===== src/rtl/yuv_encoder_pkg.sv =====
// yuv_encoder_pkg: shared states, memory map and BT.601 coefficients for the M1 encoder
package yuv_encoder_pkg;

  typedef enum logic [3:0] {
    S_IDLE, S_G0, S_G1, S_G2, S_G3, S_G4, S_G5,
    S_G6, S_G7, S_G8, S_G9, S_G10, S_G11, S_DONE
  } M1E_state_type;

  localparam logic [17:0] DEF_RGB_BASE = 18'd146944;
  localparam logic [17:0] DEF_Y_BASE = 18'd0;
  localparam logic [17:0] DEF_U_BASE = 18'd38400;
  localparam logic [17:0] DEF_V_BASE = 18'd57600;
  localparam int DEF_NUM_GROUPS = 19200;

  localparam logic signed [17:0] C_YR = 18'sd16843;
  localparam logic signed [17:0] C_YG = 18'sd33030;
  localparam logic signed [17:0] C_YB = 18'sd6423;
  localparam logic signed [17:0] C_UR = -18'sd9699;
  localparam logic signed [17:0] C_UG = -18'sd19071;
  localparam logic signed [17:0] C_UB = 18'sd28770;
  localparam logic signed [17:0] C_VR = 18'sd28770;
  localparam logic signed [17:0] C_VG = -18'sd24117;
  localparam logic signed [17:0] C_VB = -18'sd4653;

  function automatic logic signed [31:0] sx(logic signed [17:0] c);
    return {{14{c[17]}}, c};
  endfunction

  function automatic logic signed [31:0] ext(logic [7:0] x);
    return {24'd0, x};
  endfunction

  // one 16.16 fixed-point dot product, rounded, offset and clipped to a byte
  function automatic logic [7:0] conv(logic signed [17:0] cr, logic signed [17:0] cg,
                                      logic signed [17:0] cb, logic [7:0] r, logic [7:0] g,
                                      logic [7:0] b, logic signed [31:0] off);
    logic signed [31:0] s;
    s = ((sx(cr) * ext(r) + sx(cg) * ext(g) + sx(cb) * ext(b) + 32'sd32768) >>> 16) + off;
    return s < 0 ? 8'd0 : (s > 255 ? 8'd255 : s[7:0]);
  endfunction

  function automatic logic [7:0] avg(logic [7:0] a, logic [7:0] b);
    logic [8:0] s;
    s = {1'b0, a} + {1'b0, b} + 9'd1;
    return s[8:1];
  endfunction

endpackage


===== src/rtl/yuv_encoder_m1_core.sv =====
// rgb_to_yuv_core: registered RGB to YUV conversion, chroma taken from a separate (averaged) input
module rgb_to_yuv_core
  import yuv_encoder_pkg::*;
(
  input  logic       CLOCK_50_I,
  input  logic       resetn,
  input  logic       en,
  input  logic       mode,
  input  logic [7:0] r,
  input  logic [7:0] g,
  input  logic [7:0] b,
  input  logic [7:0] r_c,
  input  logic [7:0] g_c,
  input  logic [7:0] b_c,
  output logic [7:0] y,
  output logic [7:0] u,
  output logic [7:0] v
);

  // results load only when enabled so they stay stable while the writes use them
  always_ff @(posedge CLOCK_50_I) begin
    if (!resetn) begin
      y <= '0;
      u <= '0;
      v <= '0;
    end else if (en) begin
      y <= conv(C_YR, C_YG, C_YB, r, g, b, 32'sd16);
      if (mode) begin
        u <= conv(C_UR, C_UG, C_UB, r_c, g_c, b_c, 32'sd128);
        v <= conv(C_VR, C_VG, C_VB, r_c, g_c, b_c, 32'sd128);
      end
    end
  end

endmodule


===== src/rtl/yuv_encoder_m1.sv =====
// yuv_encoder_m1: reads packed RGB from SRAM, writes BT.601 Y and 2:1 decimated U/V
module yuv_encoder_m1
  import yuv_encoder_pkg::*;
#(
  parameter logic [17:0] RGB_BASE = DEF_RGB_BASE,
  parameter logic [17:0] Y_BASE = DEF_Y_BASE,
  parameter logic [17:0] U_BASE = DEF_U_BASE,
  parameter logic [17:0] V_BASE = DEF_V_BASE,
  parameter int NUM_GROUPS = DEF_NUM_GROUPS
) (
  input  logic        CLOCK_50_I,
  input  logic        Resetn,
  input  logic        M1E_start,
  output logic        M1E_done,
  output logic [17:0] SRAM_address,
  output logic [15:0] SRAM_write_data,
  output logic        SRAM_we_n,
  input  logic [15:0] SRAM_read_data
);

  M1E_state_type state, state_n;
  logic [17:0] rgb_addr, y_addr, u_addr, v_addr;
  logic [14:0] grp;
  logic [15:0] wbuf [6];
  logic [2:0] widx, p;
  logic last;
  logic [7:0] ya, ua, va, yb, ub, vb;

  assign last = grp == 15'(NUM_GROUPS - 1);
  assign widx = 3'(state - S_G2);
  // G5 converts pixels 0/1 (words 0..2), G8 converts pixels 2/3 (words 3..5)
  assign p = state == S_G8 ? 3'd3 : 3'd0;

  rgb_to_yuv_core u_even (
    .CLOCK_50_I(CLOCK_50_I), .resetn(Resetn),
    .en(state == S_G5 || state == S_G8), .mode(state == S_G8),
    .r(wbuf[p][15:8]), .g(wbuf[p][7:0]), .b(wbuf[p + 3'd1][15:8]),
    .r_c(avg(wbuf[0][15:8], wbuf[1][7:0])),
    .g_c(avg(wbuf[0][7:0], wbuf[2][15:8])),
    .b_c(avg(wbuf[1][15:8], wbuf[2][7:0])),
    .y(ya), .u(ua), .v(va)
  );

  rgb_to_yuv_core u_odd (
    .CLOCK_50_I(CLOCK_50_I), .resetn(Resetn),
    .en(state == S_G5 || state == S_G8), .mode(state == S_G8),
    .r(wbuf[p + 3'd1][7:0]), .g(wbuf[p + 3'd2][15:8]), .b(wbuf[p + 3'd2][7:0]),
    .r_c(avg(wbuf[3][15:8], wbuf[4][7:0])),
    .g_c(avg(wbuf[3][7:0], wbuf[5][15:8])),
    .b_c(avg(wbuf[4][15:8], wbuf[5][7:0])),
    .y(yb), .u(ub), .v(vb)
  );

  // state register, address counters, group counter and read capture buffer
  always_ff @(posedge CLOCK_50_I) begin
    if (!Resetn) begin
      state <= S_IDLE;
      rgb_addr <= RGB_BASE;
      y_addr <= Y_BASE;
      u_addr <= U_BASE;
      v_addr <= V_BASE;
      grp <= '0;
      wbuf <= '{default: 16'd0};
    end else begin
      state <= state_n;
      if (state == S_IDLE && M1E_start) begin
        rgb_addr <= RGB_BASE;
        y_addr <= Y_BASE;
        u_addr <= U_BASE;
        v_addr <= V_BASE;
        grp <= '0;
      end
      if (state >= S_G0 && state <= S_G5) rgb_addr <= rgb_addr + 18'd1;
      if (state >= S_G2 && state <= S_G7) wbuf[widx] <= SRAM_read_data;
      if (state == S_G8 || state == S_G9) y_addr <= y_addr + 18'd1;
      if (state == S_G10) u_addr <= u_addr + 18'd1;
      if (state == S_G11) v_addr <= v_addr + 18'd1;
      if (state == S_G11 && !last) grp <= grp + 15'd1;
    end
  end

  // next state and SRAM bus drive; G states advance in sequence by default
  always_comb begin
    state_n = M1E_state_type'(state + 4'd1);
    SRAM_address = rgb_addr;
    SRAM_write_data = '0;
    SRAM_we_n = 1'b1;
    M1E_done = 1'b0;
    case (state)
      S_IDLE: state_n = M1E_start ? S_G0 : S_IDLE;
      S_G8, S_G9: begin
        SRAM_we_n = 1'b0;
        SRAM_address = y_addr;
        SRAM_write_data = {ya, yb};
      end
      S_G10: begin
        SRAM_we_n = 1'b0;
        SRAM_address = u_addr;
        SRAM_write_data = {ua, ub};
      end
      S_G11: begin
        SRAM_we_n = 1'b0;
        SRAM_address = v_addr;
        SRAM_write_data = {va, vb};
        state_n = last ? S_DONE : S_G0;
      end
      S_DONE: begin
        M1E_done = 1'b1;
        state_n = S_IDLE;
      end
      default: ;
    endcase
  end

endmodule


===== config.mk =====
export PLATFORM = sky130hd
export DESIGN_NAME = yuv_encoder_m1
export DESIGN_NICKNAME = d
export VERILOG_FILES = /design/src/rtl/yuv_encoder_pkg.sv /design/src/rtl/yuv_encoder_m1_core.sv /design/src/rtl/yuv_encoder_m1.sv
export SDC_FILE = /design/constraint.sdc
export NUM_CORES = 2
export LEC_CHECK = 0
export ABC_CLOCK_PERIOD_IN_PS = 11400
export CAP_MARGIN = 40
export CORE_MARGIN = 4
export CORE_UTILIZATION = 65
export DETAILED_ROUTE_END_ITERATION = 8
export GPL_TIMING_DRIVEN = 0
export HOLD_SLACK_MARGIN = 0.1
export PLACE_DENSITY = 0.82
export SYNTH_ARGS = -nofsm -noshare
export SYNTH_HDL_FRONTEND = slang
export SYNTH_SLANG_ARGS = --single-unit

===== constraint.sdc =====
create_clock -name CLOCK_50_I -period 11.4 [get_ports CLOCK_50_I]
set_input_delay 3.42 -clock CLOCK_50_I [delete_from_list [all_inputs] [get_ports CLOCK_50_I]]
set_output_delay 3.42 -clock CLOCK_50_I [all_outputs]
set_load 0.005 [all_outputs]

==> summary.rpt <==
==== FLOW RESULTS ====
----------------------------------------------------
[Run status]
  Status ........................ completed

[Synthesis]
  Net count after synthesis ........................ 7803
  Instance tally after logic synthesis ........................ 5999
  Synth top cells by count ........................ 1235 x sky130_fd_sc_hd__ha_1, 1216 x sky130_fd_sc_hd__inv_1, 550 x sky130_fd_sc_hd__fa_1
  Synth Cell Area ........................ 53000 sq um
  Cell type with the largest total area after synthesis ........................ sky130_fd_sc_hd__ha_1
  Synthesized area divided by synthesized cell count ........................ 8.84 sq um
  Area leader share ........................ 29.1%
  Async set or reset register ratio after synthesis ........................ 0%
  Cells taking the most area after synthesis ........................ sky130_fd_sc_hd__ha_1 29%, sky130_fd_sc_hd__fa_1 21%, sky130_fd_sc_hd__dfxtp_1 8.9%
  Post-synthesis cell type with the largest instance count ........................ sky130_fd_sc_hd__ha_1
  Synth Seq Share ........................ 8.87%
  Adder-Cell Fraction of Synth Area ........................ 49.9%
  Simple-Gate Fraction of Synth Area ........................ 10.5%
  Count of flip-flops with a built-in enable after synthesis ........................ 0
  #FFs+latches synth ........................ 235
  Area fraction in xor and xnor cells ........................ 7.12%
  MUX area fraction ........................ 1.68%

[Final timing]
  Worst-margin pin slew ........................ 945 ps
  Maximum frequency from static timing analysis ........................ 92.2 MHz
  Final Max-Slew Violation Tally ........................ 0
  Tightest hold margin ........................ 466 ps
  Final critical-path required period ........................ 10850 ps
  Setup Viol. Count Final ........................ 0
  Least setup slack across all paths after layout ........................ 550 ps
  TNS Setup ........................ 0 ps

[Detailed routing]
  Violation count after the first detailed-route iteration ........................ 3308
  Average routed wire per standard cell ........................ 19.0 um
  Total via count in the routed design ........................ 42210
  Number of vias per cell after detailed routing ........................ 5.87
  Routed metal-1 wire length ........................ 57.7 mm
  Final ANT Viol Nets ........................ 0
  Metal3 WL ........................ 10.3 mm
  Residual DRC ........................ 0
  DRT Pass-1 Iters ........................ 7

[Pwr]
  Max power group ........................ the clock network
  Flop+latch power ........................ 828 uW
  Tot Pwr ........................ 2.14 mW
  Fraction of power spent switching nets ........................ 32.0%
  Power drawn by the combinational cells ........................ 470 uW
  Worst vdd rail ir drop ........................ 0.000107 V
  Total power density per cell area ........................ 38.1 nW/um^2
  NetSw ........................ 684 uW
  Leakage power figure ........................ 32.8 nW
  Clock network power ........................ 839 uW

[Worst setup path]
  CP Class ........................ reg2reg
  Buffering stage count on the worst path with inverters included ........................ 6
  Highest net fanout along the worst path ........................ 8
  Worst setup endpoint ........................ u_odd.u[6]
  Instance count on the critical path ........................ 45
  Most frequent cell on the critical path ........................ sky130_fd_sc_hd__a21oi_1
  Required time of the worst setup path ........................ 11870 ps
  Data arrival time at the worst-slack endpoint ........................ 11320 ps

[Floorplan]
  Chip Footprint ........................ 86200 sq um
  Die Span X ........................ 294 um
  Floorplan Utilization ........................ 65.7%

[Cells and area]
  Combinational gate count ........................ 4466
  Non-clk bufs ........................ 166
  Buffering overhead ........................ 2.04%
  Antenna diode count ........................ 1
  Number of ordinary inverters in the final layout ........................ 1217
  Final Net Count ........................ 7916
  Fraction of area in registers ........................ 8.38%
  Count of clock buffers in the final design ........................ 33
  Most frequent logic cell in the layout ........................ sky130_fd_sc_hd__ha_1
  Area of all placed cells without fillers ........................ 56100 sq um
  Share of post-route cells with drive strength above 1 ........................ 2.67%
  Register area ........................ 4700 sq um
  Top cells excl fill/tap ........................ 1235 x sky130_fd_sc_hd__ha_1, 1216 x sky130_fd_sc_hd__inv_1, 550 x sky130_fd_sc_hd__fa_1, 374 x sky130_fd_sc_hd__nand2_1, 279 x sky130_fd_sc_hd__xnor2_1
  Dominant class by area ........................ multi-input combinational cells
  Area growth from synthesis to final layout ........................ 5.86%

[Global routing]
  Fraction of met3 tracks used by global routing ........................ 4.78%
  Congestion Overflow GR ........................ 0
  Via count of the first global-routing pass ........................ 42468
  Global-route wire length before repair ........................ 218 mm
  Maximum number of pins on one net before global-route repair ........................ 20
  Global-route track usage on met2 ........................ 52.8%
  Global-route usage over all layers ........................ 31.5%

[Hold path]
  Type of the most critical hold path ........................ reg2reg
  WHS Path Cells ........................ 1
  Worst hold path endpoint ........................ u_even.u[2]
  Startpoint of the tightest hold check path ........................ u_even.u[2]

[Clock tree]
  Post-CTS clock slew at the launch and capture registers of the worst setup and hold paths ........................ 70 ps
  H-tree level count ........................ 1
  Post-cts hold buffer count ........................ 0
  Clock buffers created by TritonCTS ........................ 26
  CTS sink cnt ........................ 235
  Late-Pin Clk Latency ........................ 580 ps
  Clock tree from TritonCTS ........................ yes
  Number of buffers on the longest clock path ........................ 3
  Clock Tree Root ........................ sky130_fd_sc_hd__clkbuf_16

[Placement]
  Placed wire-length estimate ........................ 118 mm
  Cells after DPL ........................ 7146
  Port Buf Inserts ........................ 54

[Job]
  Number of warnings in the stage logs ........................ 111
  Maxcap violations ........................ 0

----------------------------------------------------
Figure 1. Cell outlines without signal wires.
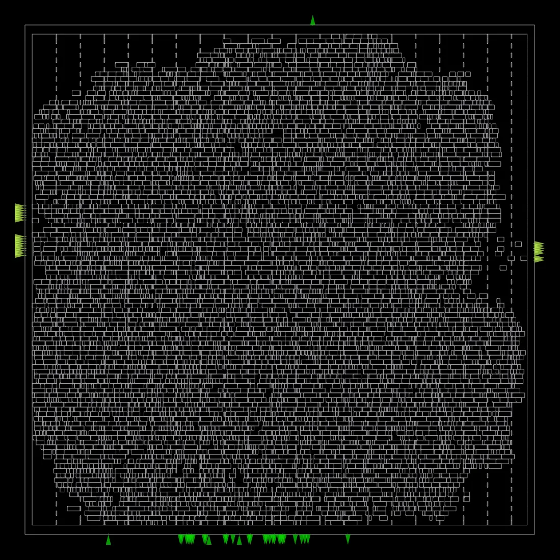
sequential cell count of the final layout: 235
# fillers: 6258
row cnt: 104
num tapcells: 1060
placeable core region: 80700 sq um

Figure 2. Wires at chosen ports, followed through buffers.
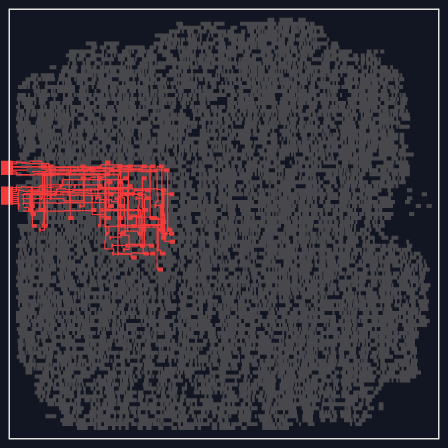
legend:
  red:
    port: SRAM_read_data
    bits: 16
    direction: input
    end_cells: 96
    buffers: 16
    wire: 3000 um

Power and IR drop assume default switching activity.
